**src/rtl/rr_grant_controller.sv**
```systemverilog
// rtl/rr_grant_controller.sv - round-robin grant controller with start/done hold and GAP bubble
// Optional forced release on grant timeout: define RR_TIMEOUT_EN.
module rr_grant_controller #(
    parameter int WIDTH   = 4,
    parameter int TIMEOUT = 16
) (
    input  logic                     clk,
    input  logic                     rst,
    input  logic [WIDTH-1:0]         req,
    input  logic                     done,
    output logic [WIDTH-1:0]         gnt,
    output logic                     gnt_valid,
    output logic [$clog2(WIDTH)-1:0] gnt_id,
    output logic                     busy,
    output logic                     timeout_err
);

    localparam int IW = $clog2(WIDTH);

    generate
        if (WIDTH < 2 || TIMEOUT < 2) begin : g_bad_param
            $error("rr_grant_controller: WIDTH and TIMEOUT must both be >= 2");
        end
    endgenerate

    typedef enum logic [1:0] {
        ST_IDLE = 2'd0,
        ST_BUSY = 2'd1,
        ST_GAP  = 2'd2
    } state_t;

    state_t           r_state;
    state_t           w_next_state;
    logic [WIDTH-1:0] r_ptr;
    logic [WIDTH-1:0] r_gnt;
    logic [IW-1:0]    r_gnt_id;
    logic             r_timeout_err;
    logic             w_busy;

    logic [WIDTH-1:0] w_low_mask;
    logic [WIDTH-1:0] w_masked;
    logic [WIDTH-1:0] w_pick_src;
    logic [WIDTH-1:0] w_winner;
    logic [IW-1:0]    w_winner_id;
    logic             w_abort;
    logic             w_force;
    logic             w_release;

    // Bits at or above ptr win first; fall back to the whole vector to wrap around.
    assign w_low_mask = r_ptr - {{(WIDTH-1){1'b0}}, 1'b1};
    assign w_masked   = req & ~w_low_mask;
    assign w_pick_src = (|w_masked) ? w_masked : req;
    assign w_winner   = w_pick_src & (~w_pick_src + {{(WIDTH-1){1'b0}}, 1'b1});

    always_comb begin
        w_winner_id = '0;
        for (int i = 0; i < WIDTH; i++) begin
            if (w_winner[i]) begin
                w_winner_id = IW'(i);
            end
        end
    end

    assign w_abort = ~|(req & r_gnt);

`ifdef RR_TIMEOUT_EN
    localparam int CW = $clog2(TIMEOUT) + 1;

    logic [CW-1:0] r_cnt;
    logic          w_to_hit;

    assign w_to_hit = (r_cnt == CW'(TIMEOUT - 1));
    assign w_force  = w_to_hit & ~done;

    always_ff @(posedge clk or posedge rst) begin
        if (rst) begin
            r_cnt <= '0;
        end else if (r_state == ST_IDLE && |req) begin
            r_cnt <= '0;
        end else if (r_state == ST_BUSY) begin
            r_cnt <= r_cnt + 1'b1;
        end
    end
`else
    assign w_force = 1'b0;
`endif

    assign w_release = done | w_abort | w_force;

    always_ff @(posedge clk or posedge rst) begin
        if (rst) begin
            r_state <= ST_IDLE;
        end else begin
            r_state <= w_next_state;
        end
    end

    always_comb begin
        w_next_state = r_state;
        case (r_state)
            ST_IDLE: if (|req)     w_next_state = ST_BUSY;
            ST_BUSY: if (w_release) w_next_state = ST_GAP;
            ST_GAP:                w_next_state = ST_IDLE;
            default:               w_next_state = ST_IDLE;
        endcase
    end

    always_comb begin
        w_busy = 1'b0;
        case (r_state)
            ST_BUSY: w_busy = 1'b1;
            ST_GAP:  w_busy = 1'b1;
            default: w_busy = 1'b0;
        endcase
    end

    // Pointer moves only on release, to one past the grantee.
    always_ff @(posedge clk or posedge rst) begin
        if (rst) begin
            r_gnt         <= '0;
            r_gnt_id      <= '0;
            r_ptr         <= {{(WIDTH-1){1'b0}}, 1'b1};
            r_timeout_err <= 1'b0;
        end else begin
            r_timeout_err <= 1'b0;
            case (r_state)
                ST_IDLE: begin
                    if (|req) begin
                        r_gnt    <= w_winner;
                        r_gnt_id <= w_winner_id;
                    end
                end
                ST_BUSY: begin
                    if (w_release) begin
                        r_gnt         <= '0;
                        r_gnt_id      <= '0;
                        r_ptr         <= {r_gnt[WIDTH-2:0], r_gnt[WIDTH-1]};
                        r_timeout_err <= w_force;
                    end
                end
                default: begin
                    r_gnt    <= '0;
                    r_gnt_id <= '0;
                end
            endcase
        end
    end

    assign gnt         = r_gnt;
    assign gnt_valid   = |r_gnt;
    assign gnt_id      = r_gnt_id;
    assign busy        = w_busy;
    assign timeout_err = r_timeout_err;

endmodule

```
**config.mk**
```make
export PLATFORM = sky130hd
export DESIGN_NAME = rr_grant_controller
export DESIGN_NICKNAME = d
export VERILOG_FILES = /design/src/rtl/rr_grant_controller.sv
export SDC_FILE = /design/constraint.sdc
export NUM_CORES = 1
export LEC_CHECK = 0
export CAP_MARGIN = 40
export CELL_PAD_IN_SITES_DETAIL_PLACEMENT = 1
export CELL_PAD_IN_SITES_GLOBAL_PLACEMENT = 2
export CORE_MARGIN = 4
export CORE_UTILIZATION = 27
export CTS_CLUSTER_DIAMETER = 40
export CTS_CLUSTER_SIZE = 14
export DETAILED_ROUTE_END_ITERATION = 16
export PLACE_DENSITY_LB_ADDON = 0.1
export SLEW_MARGIN = 10
export SYNTH_ARGS = -nofsm -noshare
export SYNTH_HDL_FRONTEND = slang
export SYNTH_SLANG_ARGS = --single-unit
```
**constraint.sdc**
```tcl
create_clock -name clk -period 1.9 [get_ports clk]
set_clock_uncertainty 0.1 [all_clocks]
set_input_delay 0.38 -clock clk [delete_from_list [all_inputs] [get_ports clk]]
set_output_delay 0.38 -clock clk [all_outputs]
set_load 0.01 [all_outputs]
```
==> run_1/sizes.png <==
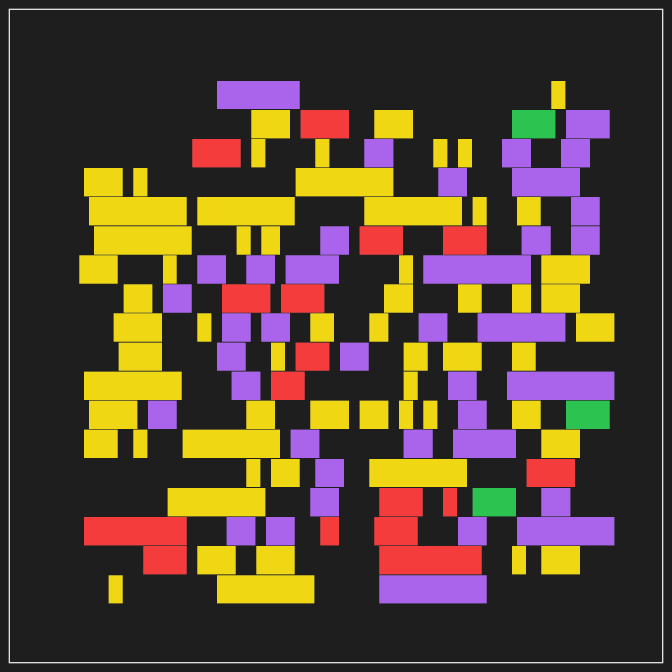
purple -> _3 and _4 cells  # cells 38
yellow -> _0 and _1 cells  # cells 60
green -> _6 and larger  # cells 3
red -> _2 cells  # cells 16
count of non-CTS buffers in the layout: 42
post-route cell area: 1279 um2

==> run_1/placement.png <==
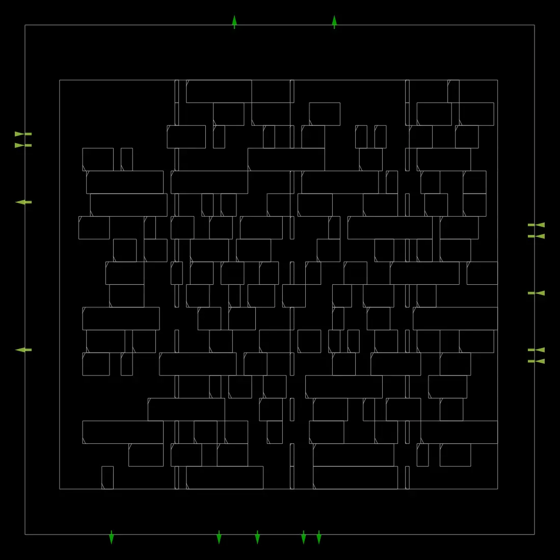
sequential cell count: 12
number of tap cells added at floorplan: 30

==> run_1/clk_routes.png <==
The bar under the picture is 20 um long.
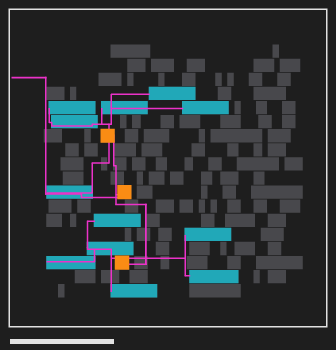
orange -> clock drivers  # count 3
magenta -> clock wires  # length 213 um
cyan -> flip-flops  # count 12
routed clock nets = 4
clk latency late pin: 0.28 ns
power of the clock network: 0.170 mW
Clock Power Share: 7.9%

==> impl_results.html, run 1 <==
<!-- implementation run metrics -->
<table>
<tr><th>Metric</th><th>Value</th></tr>
<tr><th colspan="2">Outcome</th></tr>
<tr><td>Result of the run</td><td>complete, but fails checks</td></tr>
<tr><td>Failing checks</td><td>negative setup slack</td></tr>
<tr><th colspan="2">Synthesis</th></tr>
<tr><td>EDFF count, synth</td><td>0</td></tr>
<tr><td>Register share after synthesis</td><td>39.77%</td></tr>
<tr><td>Ys async rst share</td><td>100.0%</td></tr>
<tr><td>Top cells by area in the synthesized netlist</td><td>sky130_fd_sc_hd__dfrtp_1 36%, sky130_fd_sc_hd__mux2_2 7.4%, sky130_fd_sc_hd__ha_1 5.0%</td></tr>
<tr><td>Summed standard-cell area reported by yosys</td><td>roughly 760 um2</td></tr>
<tr><td>Synth flops</td><td>12</td></tr>
<tr><td>Cell count after synthesis</td><td>73</td></tr>
<tr><td>Library cell with the highest instance count after synthesis</td><td>sky130_fd_sc_hd__dfrtp_1</td></tr>
<tr><td>Cell count listed in synth_stat.txt</td><td>approximately 73</td></tr>
<tr><td>Simple Share, Synth</td><td>15.84%</td></tr>
<tr><td>Most used DFF post-synth</td><td>sky130_fd_sc_hd__dfrtp_1</td></tr>
<tr><td>Area share of and-or/or-and cells after synthesis</td><td>21.95%</td></tr>
<tr><td>Synth Net Count</td><td>roughly 83</td></tr>
<tr><td>Synth unique cells</td><td>34</td></tr>
<tr><td>Area share of fa/ha/maj cells after synthesis</td><td>4.950%</td></tr>
<tr><th colspan="2">Timing</th></tr>
<tr><td>Max Freq</td><td>0.5253 GHz</td></tr>
<tr><td>Worst-case setup margin in the final layout</td><td>-0.003576 ns</td></tr>
<tr><td>Total Neg Setup Slack</td><td>-0.003576 ns</td></tr>
<tr><td>Worst slack on hold paths</td><td>a little over 0.3 ns</td></tr>
<tr><td>Endpoints failing setup</td><td>1</td></tr>
<tr><th colspan="2">Placed design</th></tr>
<tr><td>Half-perimeter wire length after detailed placement</td><td>1.852 mm</td></tr>
<tr><td>Final weighted congestion in routability-driven placement</td><td>0.7481</td></tr>
<tr><td>Pre-CTS WS</td><td>-0.2721 ns</td></tr>
<tr><th colspan="2">CTS</th></tr>
<tr><td>Clock tree from TritonCTS</td><td>yes</td></tr>
<tr><td>Clock-pin slew of the registers on the worst-case setup and hold paths</td><td>approximately 0.080 ns</td></tr>
<tr><td>Clock sink total</td><td>12</td></tr>
<tr><td>Post-cts hold-fix buffer tally</td><td>0</td></tr>
<tr><td>Buffers inserted by post-CTS timing repair</td><td>8</td></tr>
<tr><td>Clock buffer count from CTS</td><td>3</td></tr>
<tr><td>Post_cts resized</td><td>17</td></tr>
<tr><th colspan="2">GRT</th></tr>
<tr><td>Antenna violations before repair</td><td>0</td></tr>
<tr><td>Met1 capacity usage during global routing</td><td>18.34%</td></tr>
<tr><td>All-Layer GR Usage</td><td>15.26%</td></tr>
<tr><td>Pin count of the biggest net entering global routing</td><td>13</td></tr>
<tr><th colspan="2">Layout</th></tr>
<tr><td>Top logic cell by instance count in the layout</td><td>sky130_fd_sc_hd__buf_4</td></tr>
<tr><td>Non-clock buffer share</td><td>27.98%</td></tr>
<tr><td>Combinational cell area excluding buffers and inverters</td><td>~530 um2</td></tr>
<tr><td>Share of post-route cells with drive strength above 1</td><td>48.72%</td></tr>
<tr><td>Most used cells in the layout excluding fill and tap cells</td><td>25 x sky130_fd_sc_hd__buf_4, 11 x sky130_fd_sc_hd__clkdlybuf4s50_1, 10 x sky130_fd_sc_hd__dfrtp_1, 7 x sky130_fd_sc_hd__nand2_1, 6 x sky130_fd_sc_hd__inv_1</td></tr>
<tr><td>Filler cell count</td><td>296</td></tr>
<tr><td>Nonclk inv count</td><td>7</td></tr>
<tr><td>Register area</td><td>302.8 um2</td></tr>
<tr><td>Clock-cell share of area</td><td>2.055%</td></tr>
<tr><td>Layout clock buffers</td><td>4</td></tr>
<tr><td>Antenna Cells</td><td>0</td></tr>
<tr><td>Final design utilization</td><td>49.81%</td></tr>
<tr><th colspan="2">Routing</th></tr>
<tr><td>Number of antenna-violating nets in the routed design</td><td>0</td></tr>
<tr><td>Vias per Instance</td><td>4.884</td></tr>
<tr><td>DR top layer</td><td>met4</td></tr>
<tr><td>Length of routed met2 wiring</td><td>1.272 mm</td></tr>
<tr><td>Number of iterations in the first detailed-routing pass</td><td>4</td></tr>
<tr><td>Wirelength, routed</td><td>between 2 and 3 mm</td></tr>
<tr><td>Detailed-routed wire length on met3</td><td>52 um</td></tr>
<tr><td>Wl on met1</td><td>between 1 and 1.5 mm</td></tr>
<tr><td>DRT iter0 DRCs</td><td>23</td></tr>
<tr><td>Count of unresolved DRC violations after routing</td><td>0</td></tr>
<tr><th colspan="2">Floorplanning</th></tr>
<tr><td>Die X</td><td>60.99 um</td></tr>
<tr><td>Area of the placeable core</td><td>2567 um2</td></tr>
<tr><td>Top-Level Pins</td><td>16</td></tr>
<tr><td>Die Span Y</td><td>60.99 um</td></tr>
<tr><th colspan="2">Critical path</th></tr>
<tr><td>Worst path buffer plus inverter count</td><td>2</td></tr>
<tr><td>Required time worst endpoint</td><td>1.98 ns</td></tr>
<tr><td>Start point of the critical path</td><td>r_ptr[1]</td></tr>
<tr><td>Max FO, Critical Path</td><td>3</td></tr>
<tr><td>CP Capture Type</td><td>register</td></tr>
<tr><td>Arrival time worst endpoint</td><td>1.98 ns</td></tr>
<tr><td>FF-to-FF Start</td><td>r_ptr[1]</td></tr>
<tr><td>Element type at the critical path start</td><td>register</td></tr>
<tr><td>R2R cell count</td><td>7</td></tr>
<tr><td>Capture point of the worst path</td><td>gnt_id[0]</td></tr>
<tr><td>Number of cells on the critical path</td><td>7</td></tr>
<tr><td>Sequence of cells on the critical path</td><td>buf_6, nor3_4, mux2i_4, a41o_1, buf_4, a211oi_2, a21o_1</td></tr>
<tr><th colspan="2">Pwr</th></tr>
<tr><td>Share of power burned in registers</td><td>about a fifth</td></tr>
<tr><td>Cell leakage power</td><td>0.6110 nW</td></tr>
<tr><td>Largest Pwr Group</td><td>combinational cells</td></tr>
<tr><td>Cell-internal power</td><td>1.294 mW</td></tr>
<tr><td>Power density over the cells</td><td>1679 nW/um2</td></tr>
<tr><th colspan="2">Run</th></tr>
<tr><td>Maximum capacitance violations</td><td>0</td></tr>
<tr><th colspan="2">Hold path</th></tr>
<tr><td>Type of the tightest min-delay check</td><td>in -&gt; async</td></tr>
</table>
==> run_1/metal_density.png <==
The die is cut into 12 by 12 equal tiles; dark blue is low, red is high, scaled to the fullest tile. Values are wire area over tile area, all layers added.
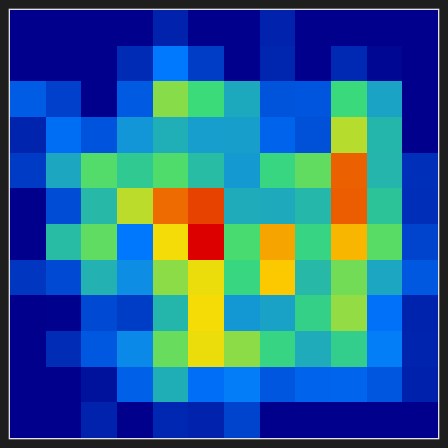

==> run 2: changes to the inputs <==
Settings changed: PLACE_DENSITY_LB_ADDON 0.1 to 0.3.
==> run_2/metal_density.png <==
The die is cut into 12 by 12 equal tiles; dark blue is low, red is high, scaled to the fullest tile. Values are wire area over tile area, all layers added.
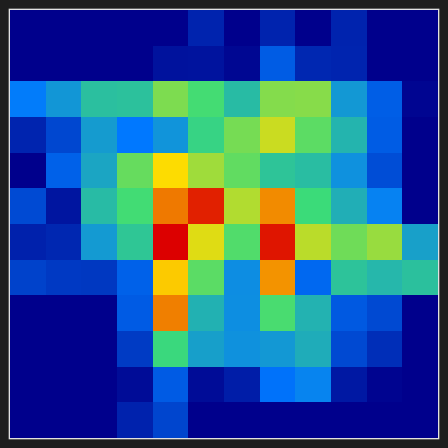
emptiest ninth of the die = south-west
densest ninth of the die = centre
nearly empty tiles = 31%
mean over tiles = 0.092
wirelength, routed: 2.200 mm
DR vias: 667
routed length per placed instance: 15.71 um
All-Layer GR Usage: 14.01%

==> impl_results.html, run 2 <==
<!-- implementation run metrics -->
<table>
<tr><th>Metric</th><th>Value</th></tr>
<tr><th colspan="2">GRT</th></tr>
<tr><td>Met1 capacity usage during global routing</td><td>17.05% (was 18.34%)</td></tr>
<tr><td>Pin count of the biggest net entering global routing</td><td>13 (unchanged)</td></tr>
<tr><td>Antenna violations before repair</td><td>0 (unchanged)</td></tr>
<tr><td>GR met3 Demand/Resource</td><td>3.617% (was 2.979%)</td></tr>
<tr><td>Global routing met2 resource utilization</td><td>23.05% (was 26.11%)</td></tr>
<tr><th colspan="2">Layout</th></tr>
<tr><td>Combinational gate count</td><td>52 (unchanged)</td></tr>
<tr><td>Combinational cell area excluding buffers and inverters</td><td>514.2 um2 (was 528.0 um2)</td></tr>
<tr><td>Antenna Cells</td><td>0 (unchanged)</td></tr>
<tr><td>Filler cell count</td><td>291 (was 296)</td></tr>
<tr><td>Seq area share</td><td>24.90% (was 23.68%)</td></tr>
<tr><td>Non-clock buffer share</td><td>24.59% (was 27.98%)</td></tr>
<tr><td>Top logic cell by instance count in the layout</td><td>sky130_fd_sc_hd__buf_4 (unchanged)</td></tr>
<tr><td>Layout clock buffers</td><td>4 (unchanged)</td></tr>
<tr><td>Most used cells in the layout excluding fill and tap cells</td><td>19 x sky130_fd_sc_hd__buf_4, 12 x sky130_fd_sc_hd__clkdlybuf4s50_1, 10 x sky130_fd_sc_hd__dfrtp_1, 7 x sky130_fd_sc_hd__nand2_1, 6 x sky130_fd_sc_hd__inv_1 (was 25 x sky130_fd_sc_hd__buf_4, 11 x sky130_fd_sc_hd__clkdlybuf4s50_1, 10 x sky130_fd_sc_hd__dfrtp_1, 7 x sky130_fd_sc_hd__nand2_1, 6 x sky130_fd_sc_hd__inv_1)</td></tr>
<tr><td>Clock-cell share of area</td><td>2.984% (was 2.055%)</td></tr>
<tr><td>Final design utilization</td><td>47.37% (was 49.81%)</td></tr>
<tr><td>Nonclk inv count</td><td>7 (unchanged)</td></tr>
<tr><td>Finished Layout Cells</td><td>140 (was 147)</td></tr>
<tr><td>Sequential cell count</td><td>12 (unchanged)</td></tr>
<tr><td>Share of post-route cells with drive strength above 1</td><td>46.36% (was 48.72%)</td></tr>
<tr><td>Post-route cell area</td><td>1216 um2 (was 1279 um2)</td></tr>
<tr><td>Register area</td><td>302.8 um2 (unchanged)</td></tr>
<tr><td>Count of non-CTS buffers in the layout</td><td>35 (was 42)</td></tr>
<tr><th colspan="2">Synthesis</th></tr>
<tr><td>Simple Share, Synth</td><td>15.84% (unchanged)</td></tr>
<tr><td>Synth flops</td><td>12 (unchanged)</td></tr>
<tr><td>Cell count after synthesis</td><td>73 (unchanged)</td></tr>
<tr><td>Most frequent cells after synthesis</td><td>11 x sky130_fd_sc_hd__dfrtp_1, 8 x sky130_fd_sc_hd__nand2_1, 7 x sky130_fd_sc_hd__inv_1 (unchanged)</td></tr>
<tr><td>Ys async rst share</td><td>100.0% (unchanged)</td></tr>
<tr><td>Most area-hungry cell type in the Yosys netlist</td><td>sky130_fd_sc_hd__dfrtp_1 (unchanged)</td></tr>
<tr><td>Area share of and-or/or-and cells after synthesis</td><td>21.95% (unchanged)</td></tr>
<tr><td>Top cells by area in the synthesized netlist</td><td>sky130_fd_sc_hd__dfrtp_1 36%, sky130_fd_sc_hd__mux2_2 7.4%, sky130_fd_sc_hd__ha_1 5.0% (unchanged)</td></tr>
<tr><td>Synth unique cells</td><td>34 (unchanged)</td></tr>
<tr><td>Area share of fa/ha/maj cells after synthesis</td><td>4.950% (unchanged)</td></tr>
<tr><td>Synth Net Count</td><td>83 (unchanged)</td></tr>
<tr><td>Summed standard-cell area reported by yosys</td><td>758.2 um2 (unchanged)</td></tr>
<tr><td>Register share after synthesis</td><td>39.77% (unchanged)</td></tr>
<tr><td>Most used DFF post-synth</td><td>sky130_fd_sc_hd__dfrtp_1 (unchanged)</td></tr>
<tr><td>Warning count from the yosys run</td><td>0 (unchanged)</td></tr>
<tr><td>Library cell with the highest instance count after synthesis</td><td>sky130_fd_sc_hd__dfrtp_1 (unchanged)</td></tr>
<tr><td>EDFF count, synth</td><td>0 (unchanged)</td></tr>
<tr><td>Avg Cell Area, Syn</td><td>10.39 um2 (unchanged)</td></tr>
<tr><td>Cell count listed in synth_stat.txt</td><td>73 (unchanged)</td></tr>
<tr><td>Proportion of netlist area held by the largest area contributor</td><td>36.30% (unchanged)</td></tr>
<tr><th colspan="2">Critical path</th></tr>
<tr><td>Number of cells on the critical path</td><td>7 (unchanged)</td></tr>
<tr><td>Capture point of the worst path</td><td>gnt[2] (was gnt_id[0])</td></tr>
<tr><td>Sequence of cells on the critical path</td><td>inv_2, ha_4, a22oi_2, buf_6, a41o_4, nand2b_4, o31ai_4 (was buf_6, nor3_4, mux2i_4, a41o_1, buf_4, a211oi_2, a21o_1)</td></tr>
<tr><td>Max FO, Critical Path</td><td>5 (was 3)</td></tr>
<tr><td>Start point of the critical path</td><td>r_ptr[0] (was r_ptr[1])</td></tr>
<tr><td>R2R cell count</td><td>7 (unchanged)</td></tr>
<tr><td>Required time worst endpoint</td><td>2.01 ns (was 1.98 ns)</td></tr>
<tr><td>CP Capture Type</td><td>register (unchanged)</td></tr>
<tr><td>Worst path buffer plus inverter count</td><td>2 (unchanged)</td></tr>
<tr><td>Element type at the critical path start</td><td>register (unchanged)</td></tr>
<tr><td>FF-to-FF Start</td><td>r_ptr[0] (was r_ptr[1])</td></tr>
<tr><td>Arrival time worst endpoint</td><td>2.00 ns (was 1.98 ns)</td></tr>
<tr><th colspan="2">Placed design</th></tr>
<tr><td>Final weighted congestion in routability-driven placement</td><td>0.7386 (was 0.7481)</td></tr>
<tr><td>Cell Area, Placed</td><td>1028 um2 (was 1059 um2)</td></tr>
<tr><td>Pre-CTS WS</td><td>-0.2990 ns (was -0.2721 ns)</td></tr>
<tr><td>Half-perimeter wire length after detailed placement</td><td>1.740 mm (was 1.852 mm)</td></tr>
<tr><th colspan="2">Pwr</th></tr>
<tr><td>Clock Power Share</td><td>10.9% (was 7.9%)</td></tr>
<tr><td>Share of power burned in registers</td><td>21.2% (was 19.7%)</td></tr>
<tr><td>Power density over the cells</td><td>1621 nW/um2 (was 1679 nW/um2)</td></tr>
<tr><td>Power of the clock network</td><td>0.215 mW (was 0.170 mW)</td></tr>
<tr><td>Power in sequential cells</td><td>0.418 mW (was 0.424 mW)</td></tr>
<tr><td>Net switching share of the total power</td><td>39.58% (was 39.73%)</td></tr>
<tr><td>Psw</td><td>0.7801 mW (was 0.8529 mW)</td></tr>
<tr><td>Post-layout power</td><td>1.971 mW (was 2.147 mW)</td></tr>
<tr><td>Comb power</td><td>1.34 mW (was 1.55 mW)</td></tr>
<tr><td>Cell-internal power</td><td>1.191 mW (was 1.294 mW)</td></tr>
<tr><td>Peak supply drop</td><td>0.7262 mV (was 0.9315 mV)</td></tr>
<tr><td>Cell leakage power</td><td>0.5640 nW (was 0.6110 nW)</td></tr>
<tr><td>Largest Pwr Group</td><td>combinational cells (unchanged)</td></tr>
<tr><th colspan="2">Timing</th></tr>
<tr><td>Total Neg Setup Slack</td><td>0 ns (was -0.003576 ns)</td></tr>
<tr><td>Max Slew Vio Count</td><td>0 (unchanged)</td></tr>
<tr><td>Final Hold Viols</td><td>0 (unchanged)</td></tr>
<tr><td>Worst-case setup margin in the final layout</td><td>0.003456 ns (was -0.003576 ns)</td></tr>
<tr><td>Min Tclk post-route</td><td>1.897 ns (was 1.904 ns)</td></tr>
<tr><td>Endpoints failing setup</td><td>0 (was 1)</td></tr>
<tr><td>Worst slack on hold paths</td><td>0.3075 ns (was 0.3033 ns)</td></tr>
<tr><td>Max Freq</td><td>0.5273 GHz (was 0.5253 GHz)</td></tr>
<tr><th colspan="2">CTS</th></tr>
<tr><td>Clk latency late pin</td><td>0.28 ns (about the same)</td></tr>
<tr><td>Clock sink total</td><td>12 (unchanged)</td></tr>
<tr><td>Clock buffer count from CTS</td><td>3 (unchanged)</td></tr>
<tr><td>Clock tree from TritonCTS</td><td>yes (unchanged)</td></tr>
<tr><td>Post-cts hold-fix buffer tally</td><td>0 (unchanged)</td></tr>
<tr><td>Post_cts resized</td><td>18 (was 17)</td></tr>
<tr><td>Buffers inserted by post-CTS timing repair</td><td>5 (was 8)</td></tr>
<tr><td>Clock-pin slew of the registers on the worst-case setup and hold paths</td><td>0.09 ns (was 0.08 ns)</td></tr>
<tr><th colspan="2">Routing</th></tr>
<tr><td>DRT iter0 DRCs</td><td>6 (was 23)</td></tr>
<tr><td>Wl on met1</td><td>967 um (was 1.156 mm)</td></tr>
<tr><td>Number of antenna-violating nets in the routed design</td><td>0 (unchanged)</td></tr>
<tr><td>Detailed-routed wire length on met3</td><td>96 um (was 52 um)</td></tr>
<tr><td>Length of routed met2 wiring</td><td>1.100 mm (was 1.272 mm)</td></tr>
<tr><td>Number of iterations in the first detailed-routing pass</td><td>4 (unchanged)</td></tr>
<tr><td>Vias per Instance</td><td>4.764 (was 4.884)</td></tr>
<tr><td>DR top layer</td><td>met4 (unchanged)</td></tr>
<tr><td>Count of unresolved DRC violations after routing</td><td>0 (unchanged)</td></tr>
<tr><th colspan="2">Floorplanning</th></tr>
<tr><td>Number of tap cells added at floorplan</td><td>30 (unchanged)</td></tr>
<tr><td>Die Span Y</td><td>60.99 um (unchanged)</td></tr>
<tr><td>Top-Level Pins</td><td>16 (unchanged)</td></tr>
<tr><td>Init Core Util</td><td>29.53% (unchanged)</td></tr>
<tr><td>Chip footprint</td><td>3720 um2 (unchanged)</td></tr>
<tr><td>Die X</td><td>60.99 um (unchanged)</td></tr>
<tr><td>Area of the placeable core</td><td>2567 um2 (unchanged)</td></tr>
<tr><th colspan="2">Run</th></tr>
<tr><td>Maximum capacitance violations</td><td>0 (unchanged)</td></tr>
<tr><th colspan="2">Hold path</th></tr>
<tr><td>Type of the tightest min-delay check</td><td>in -&gt; async (unchanged)</td></tr>
<tr><th colspan="2">Outcome</th></tr>
<tr><td>Result of the run</td><td>completed (was complete, but fails checks)</td></tr>
</table>
==> run 3: changes to the inputs <==
Settings changed: TNS_END_PERCENT set to 30.
==> impl_results.html, run 3 <==
<!-- implementation run metrics -->
<table>
<tr><th>Metric</th><th>Value</th></tr>
<tr><th colspan="2">Outcome</th></tr>
<tr><td>Result of the run</td><td>complete, but fails checks (was completed)</td></tr>
<tr><td>Failing checks</td><td>negative setup slack</td></tr>
<tr><th colspan="2">Pwr</th></tr>
<tr><td>Power in sequential cells</td><td>0.423 mW (was 0.418 mW)</td></tr>
<tr><td>Power density over the cells</td><td>1623 nW/um2 (was 1621 nW/um2)</td></tr>
<tr><td>Power of the clock network</td><td>0.215 mW (about the same)</td></tr>
<tr><td>Clock Power Share</td><td>11.2% (was 10.9%)</td></tr>
<tr><td>Net switching share of the total power</td><td>40.33% (was 39.58%)</td></tr>
<tr><td>Post-layout power</td><td>1.917 mW (was 1.971 mW)</td></tr>
<tr><td>Psw</td><td>0.7733 mW (was 0.7801 mW)</td></tr>
<tr><td>Peak supply drop</td><td>0.7158 mV (was 0.7262 mV)</td></tr>
<tr><td>Cell-internal power</td><td>1.144 mW (was 1.191 mW)</td></tr>
<tr><td>Combinational fraction of design power</td><td>66.7% (was 67.9%)</td></tr>
<tr><td>Share of power burned in registers</td><td>22.1% (was 21.2%)</td></tr>
<tr><td>Cell leakage power</td><td>0.5512 nW (was 0.5640 nW)</td></tr>
<tr><td>Comb power</td><td>1.28 mW (was 1.34 mW)</td></tr>
<tr><td>Largest Pwr Group</td><td>combinational cells (unchanged)</td></tr>
<tr><th colspan="2">Routing</th></tr>
<tr><td>Number of iterations in the first detailed-routing pass</td><td>4 (unchanged)</td></tr>
<tr><td>DR vias</td><td>657 (was 667)</td></tr>
<tr><td>DR top layer</td><td>met4 (unchanged)</td></tr>
<tr><td>Vias per Instance</td><td>4.796 (was 4.764)</td></tr>
<tr><td>Detailed-routed wire length on met3</td><td>89 um (was 96 um)</td></tr>
<tr><td>Routed length per placed instance</td><td>16.07 um (was 15.71 um)</td></tr>
<tr><td>Wl on met1</td><td>966 um (was 967 um)</td></tr>
<tr><td>Number of antenna-violating nets in the routed design</td><td>0 (unchanged)</td></tr>
<tr><td>Length of routed met2 wiring</td><td>1.103 mm (was 1.100 mm)</td></tr>
<tr><td>DRT iter0 DRCs</td><td>12 (was 6)</td></tr>
<tr><td>Wirelength, routed</td><td>2.201 mm (was 2.200 mm)</td></tr>
<tr><td>Count of unresolved DRC violations after routing</td><td>0 (unchanged)</td></tr>
<tr><th colspan="2">Synthesis</th></tr>
<tr><td>Summed standard-cell area reported by yosys</td><td>758.2 um2 (unchanged)</td></tr>
<tr><td>Synth flops</td><td>12 (unchanged)</td></tr>
<tr><td>Top cells by area in the synthesized netlist</td><td>sky130_fd_sc_hd__dfrtp_1 36%, sky130_fd_sc_hd__mux2_2 7.4%, sky130_fd_sc_hd__ha_1 5.0% (unchanged)</td></tr>
<tr><td>Area share of fa/ha/maj cells after synthesis</td><td>4.950% (unchanged)</td></tr>
<tr><td>Cell area after synthesis</td><td>758.2 um2 (unchanged)</td></tr>
<tr><td>Most area-hungry cell type in the Yosys netlist</td><td>sky130_fd_sc_hd__dfrtp_1 (unchanged)</td></tr>
<tr><td>EDFF count, synth</td><td>0 (unchanged)</td></tr>
<tr><td>Cell count after synthesis</td><td>73 (unchanged)</td></tr>
<tr><td>Most used DFF post-synth</td><td>sky130_fd_sc_hd__dfrtp_1 (unchanged)</td></tr>
<tr><td>Most frequent cells after synthesis</td><td>11 x sky130_fd_sc_hd__dfrtp_1, 8 x sky130_fd_sc_hd__nand2_1, 7 x sky130_fd_sc_hd__inv_1 (unchanged)</td></tr>
<tr><td>Library cell with the highest instance count after synthesis</td><td>sky130_fd_sc_hd__dfrtp_1 (unchanged)</td></tr>
<tr><td>Cell count listed in synth_stat.txt</td><td>73 (unchanged)</td></tr>
<tr><td>Proportion of netlist area held by the largest area contributor</td><td>36.30% (unchanged)</td></tr>
<tr><td>Avg Cell Area, Syn</td><td>10.39 um2 (unchanged)</td></tr>
<tr><td>Warning count from the yosys run</td><td>0 (unchanged)</td></tr>
<tr><td>Xor/xnor cell area share of the yosys netlist</td><td>1.155% (unchanged)</td></tr>
<tr><td>Simple Share, Synth</td><td>15.84% (unchanged)</td></tr>
<tr><td>Synth Net Count</td><td>83 (unchanged)</td></tr>
<tr><td>Register share after synthesis</td><td>39.77% (unchanged)</td></tr>
<tr><td>Synth unique cells</td><td>34 (unchanged)</td></tr>
<tr><td>Ys async rst share</td><td>100.0% (unchanged)</td></tr>
<tr><td>Area share of and-or/or-and cells after synthesis</td><td>21.95% (unchanged)</td></tr>
<tr><th colspan="2">GRT</th></tr>
<tr><td>Antenna violations before repair</td><td>0 (unchanged)</td></tr>
<tr><td>Number of global-route vias before repair</td><td>725 (was 729)</td></tr>
<tr><td>Total gr overflow</td><td>0 (unchanged)</td></tr>
<tr><td>Peak-usage layer in the global routing report</td><td>met2 (unchanged)</td></tr>
<tr><td>GR met3 Demand/Resource</td><td>3.617% (unchanged)</td></tr>
<tr><td>Global routing met2 resource utilization</td><td>22.90% (was 23.05%)</td></tr>
<tr><td>Met1 capacity usage during global routing</td><td>16.93% (was 17.05%)</td></tr>
<tr><td>All-Layer GR Usage</td><td>13.92% (was 14.01%)</td></tr>
<tr><td>Pin count of the biggest net entering global routing</td><td>13 (unchanged)</td></tr>
<tr><th colspan="2">Critical path</th></tr>
<tr><td>R2R cell count</td><td>6 (was 7)</td></tr>
<tr><td>Arrival time worst endpoint</td><td>1.99 ns (was 2.00 ns)</td></tr>
<tr><td>Worst Setup Path Type</td><td>reg -&gt; reg (unchanged)</td></tr>
<tr><td>FF-to-FF Start</td><td>r_ptr[0] (unchanged)</td></tr>
<tr><td>Maximum cell stage delay along the critical path</td><td>0.56 ns (about the same)</td></tr>
<tr><td>Start point of the critical path</td><td>r_ptr[0] (unchanged)</td></tr>
<tr><td>Worst path buffer plus inverter count</td><td>2 (unchanged)</td></tr>
<tr><td>Capture point of the worst path</td><td>gnt[3] (was gnt[2])</td></tr>
<tr><td>Element type at the critical path start</td><td>register (unchanged)</td></tr>
<tr><td>Top Family by Delay on Critical Path</td><td>AND-OR/OR-AND gates (was flip-flops)</td></tr>
<tr><td>Required time worst endpoint</td><td>1.99 ns (was 2.01 ns)</td></tr>
<tr><td>Number of cells on the critical path</td><td>6 (was 7)</td></tr>
<tr><td>Sequence of cells on the critical path</td><td>inv_2, ha_4, a22oi_2, a32oi_2, buf_4, o31ai_4 (was inv_2, ha_4, a22oi_2, buf_6, a41o_4, nand2b_4, o31ai_4)</td></tr>
<tr><td>CP Capture Type</td><td>register (unchanged)</td></tr>
<tr><td>Slowest-stage cell, CP</td><td>sky130_fd_sc_hd__dfstp_2 (unchanged)</td></tr>
<tr><td>Max FO, Critical Path</td><td>5 (unchanged)</td></tr>
<tr><td>Critical R2R Capture</td><td>gnt[3] (was gnt[2])</td></tr>
<tr><th colspan="2">Layout</th></tr>
<tr><td>Most used cells in the layout excluding fill and tap cells</td><td>17 x sky130_fd_sc_hd__buf_4, 12 x sky130_fd_sc_hd__clkdlybuf4s50_1, 11 x sky130_fd_sc_hd__dfrtp_1, 7 x sky130_fd_sc_hd__nand2_1, 6 x sky130_fd_sc_hd__inv_1 (was 19 x sky130_fd_sc_hd__buf_4, 12 x sky130_fd_sc_hd__clkdlybuf4s50_1, 10 x sky130_fd_sc_hd__dfrtp_1, 7 x sky130_fd_sc_hd__nand2_1, 6 x sky130_fd_sc_hd__inv_1)</td></tr>
<tr><td>Sequential cell count</td><td>12 (unchanged)</td></tr>
<tr><td>Post-route cell area</td><td>1181 um2 (was 1216 um2)</td></tr>
<tr><td>Clock-cell share of area</td><td>3.072% (was 2.984%)</td></tr>
<tr><td>Finished Layout Cells</td><td>137 (was 140)</td></tr>
<tr><td>Layout overhead on the synthesized area</td><td>55.78% (was 60.40%)</td></tr>
<tr><td>Nonclk inv count</td><td>7 (unchanged)</td></tr>
<tr><td>Non-clock buffer share</td><td>23.09% (was 24.59%)</td></tr>
<tr><td>Antenna Cells</td><td>0 (unchanged)</td></tr>
<tr><td>Comb area share</td><td>42.90% (was 42.28%)</td></tr>
<tr><td>Filler cell count</td><td>298 (was 291)</td></tr>
<tr><td>Largest cell class by area</td><td>logic gates (unchanged)</td></tr>
<tr><td>Combinational gate count</td><td>52 (unchanged)</td></tr>
<tr><td>Layout clock buffers</td><td>4 (unchanged)</td></tr>
<tr><td>Top logic cell by instance count in the layout</td><td>sky130_fd_sc_hd__buf_4 (unchanged)</td></tr>
<tr><td>Share of post-route cells with drive strength above 1</td><td>43.93% (was 46.36%)</td></tr>
<tr><td>Combinational cell area excluding buffers and inverters</td><td>506.7 um2 (was 514.2 um2)</td></tr>
<tr><td>Count of non-CTS buffers in the layout</td><td>32 (was 35)</td></tr>
<tr><th colspan="2">Hold path</th></tr>
<tr><td>Type of the tightest min-delay check</td><td>in -&gt; async (unchanged)</td></tr>
<tr><th colspan="2">Floorplanning</th></tr>
<tr><td>Die X</td><td>60.99 um (unchanged)</td></tr>
<tr><td>Init Core Util</td><td>29.53% (unchanged)</td></tr>
<tr><td>Die Span Y</td><td>60.99 um (unchanged)</td></tr>
<tr><td>Top-Level Pins</td><td>16 (unchanged)</td></tr>
<tr><td>Number of tap cells added at floorplan</td><td>30 (unchanged)</td></tr>
<tr><td>Chip footprint</td><td>3720 um2 (unchanged)</td></tr>
<tr><td>Area of the placeable core</td><td>2567 um2 (unchanged)</td></tr>
<tr><th colspan="2">CTS</th></tr>
<tr><td>Clock tree from TritonCTS</td><td>yes (unchanged)</td></tr>
<tr><td>Buffers inserted by post-CTS timing repair</td><td>4 (was 5)</td></tr>
<tr><td>Htree depth</td><td>1 (unchanged)</td></tr>
<tr><td>Clock-pin slew of the registers on the worst-case setup and hold paths</td><td>0.09 ns (about the same)</td></tr>
<tr><td>Clock buffer count from CTS</td><td>3 (unchanged)</td></tr>
<tr><td>Clk latency late pin</td><td>0.28 ns (about the same)</td></tr>
<tr><td>Clock sink total</td><td>12 (unchanged)</td></tr>
<tr><td>Post_cts resized</td><td>15 (was 18)</td></tr>
<tr><td>Post-cts hold-fix buffer tally</td><td>0 (unchanged)</td></tr>
<tr><td>Buffers from clock root to sink, at most</td><td>2 (unchanged)</td></tr>
<tr><td>Root Buffer Master</td><td>sky130_fd_sc_hd__clkbuf_4 (unchanged)</td></tr>
<tr><th colspan="2">Timing</th></tr>
<tr><td>Worst slack on hold paths</td><td>0.3078 ns (was 0.3075 ns)</td></tr>
<tr><td>Worst-case setup margin in the final layout</td><td>-0.003661 ns (was 0.003456 ns)</td></tr>
<tr><td>Final Hold Viols</td><td>0 (unchanged)</td></tr>
<tr><td>Endpoints failing setup</td><td>2 (was 0)</td></tr>
<tr><td>RSZ-0062 raised after global routing</td><td>yes (unchanged)</td></tr>
<tr><td>Min Tclk post-route</td><td>1.904 ns (was 1.897 ns)</td></tr>
<tr><td>Max Freq</td><td>0.5253 GHz (was 0.5273 GHz)</td></tr>
<tr><td>Total Neg Setup Slack</td><td>-0.005963 ns (was 0 ns)</td></tr>
<tr><td>Max Slew Vio Count</td><td>0 (unchanged)</td></tr>
<tr><th colspan="2">Placed design</th></tr>
<tr><td>Placed cells</td><td>129 (unchanged)</td></tr>
<tr><td>Count of input and output buffers</td><td>14 (unchanged)</td></tr>
<tr><td>Final weighted congestion in routability-driven placement</td><td>0.7386 (unchanged)</td></tr>
<tr><td>Half-perimeter wire length after detailed placement</td><td>1.740 mm (unchanged)</td></tr>
<tr><td>Cell Area, Placed</td><td>1028 um2 (unchanged)</td></tr>
<tr><td>Pre-CTS WS</td><td>-0.2990 ns (unchanged)</td></tr>
<tr><th colspan="2">Run</th></tr>
<tr><td>Number of warning messages in the logs</td><td>29 (unchanged)</td></tr>
<tr><td>Maximum capacitance violations</td><td>0 (unchanged)</td></tr>
</table>
==> run_3/flops_by_reg.png <==
The bar under the picture is 20 um long.
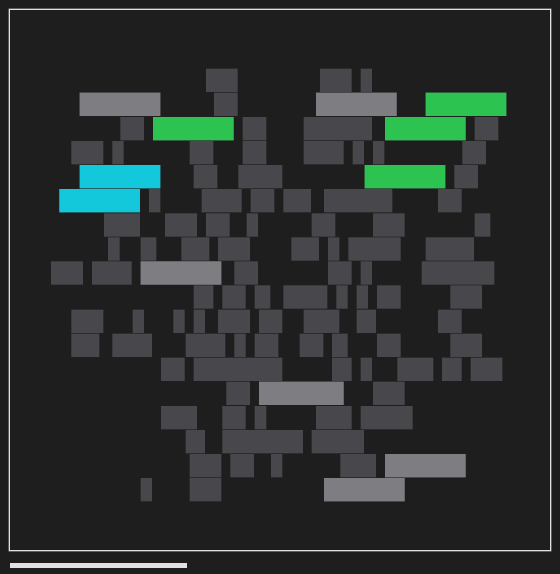
green -> gnt  # sequential cells 4
cyan -> r_state  # sequential cells 2
not coloured = 6
Seq area share: 25.53%
register area: 301.5 um2
final design utilization: 46.00%

Power figures rest on the tool's default switching activity, not on a simulated workload.
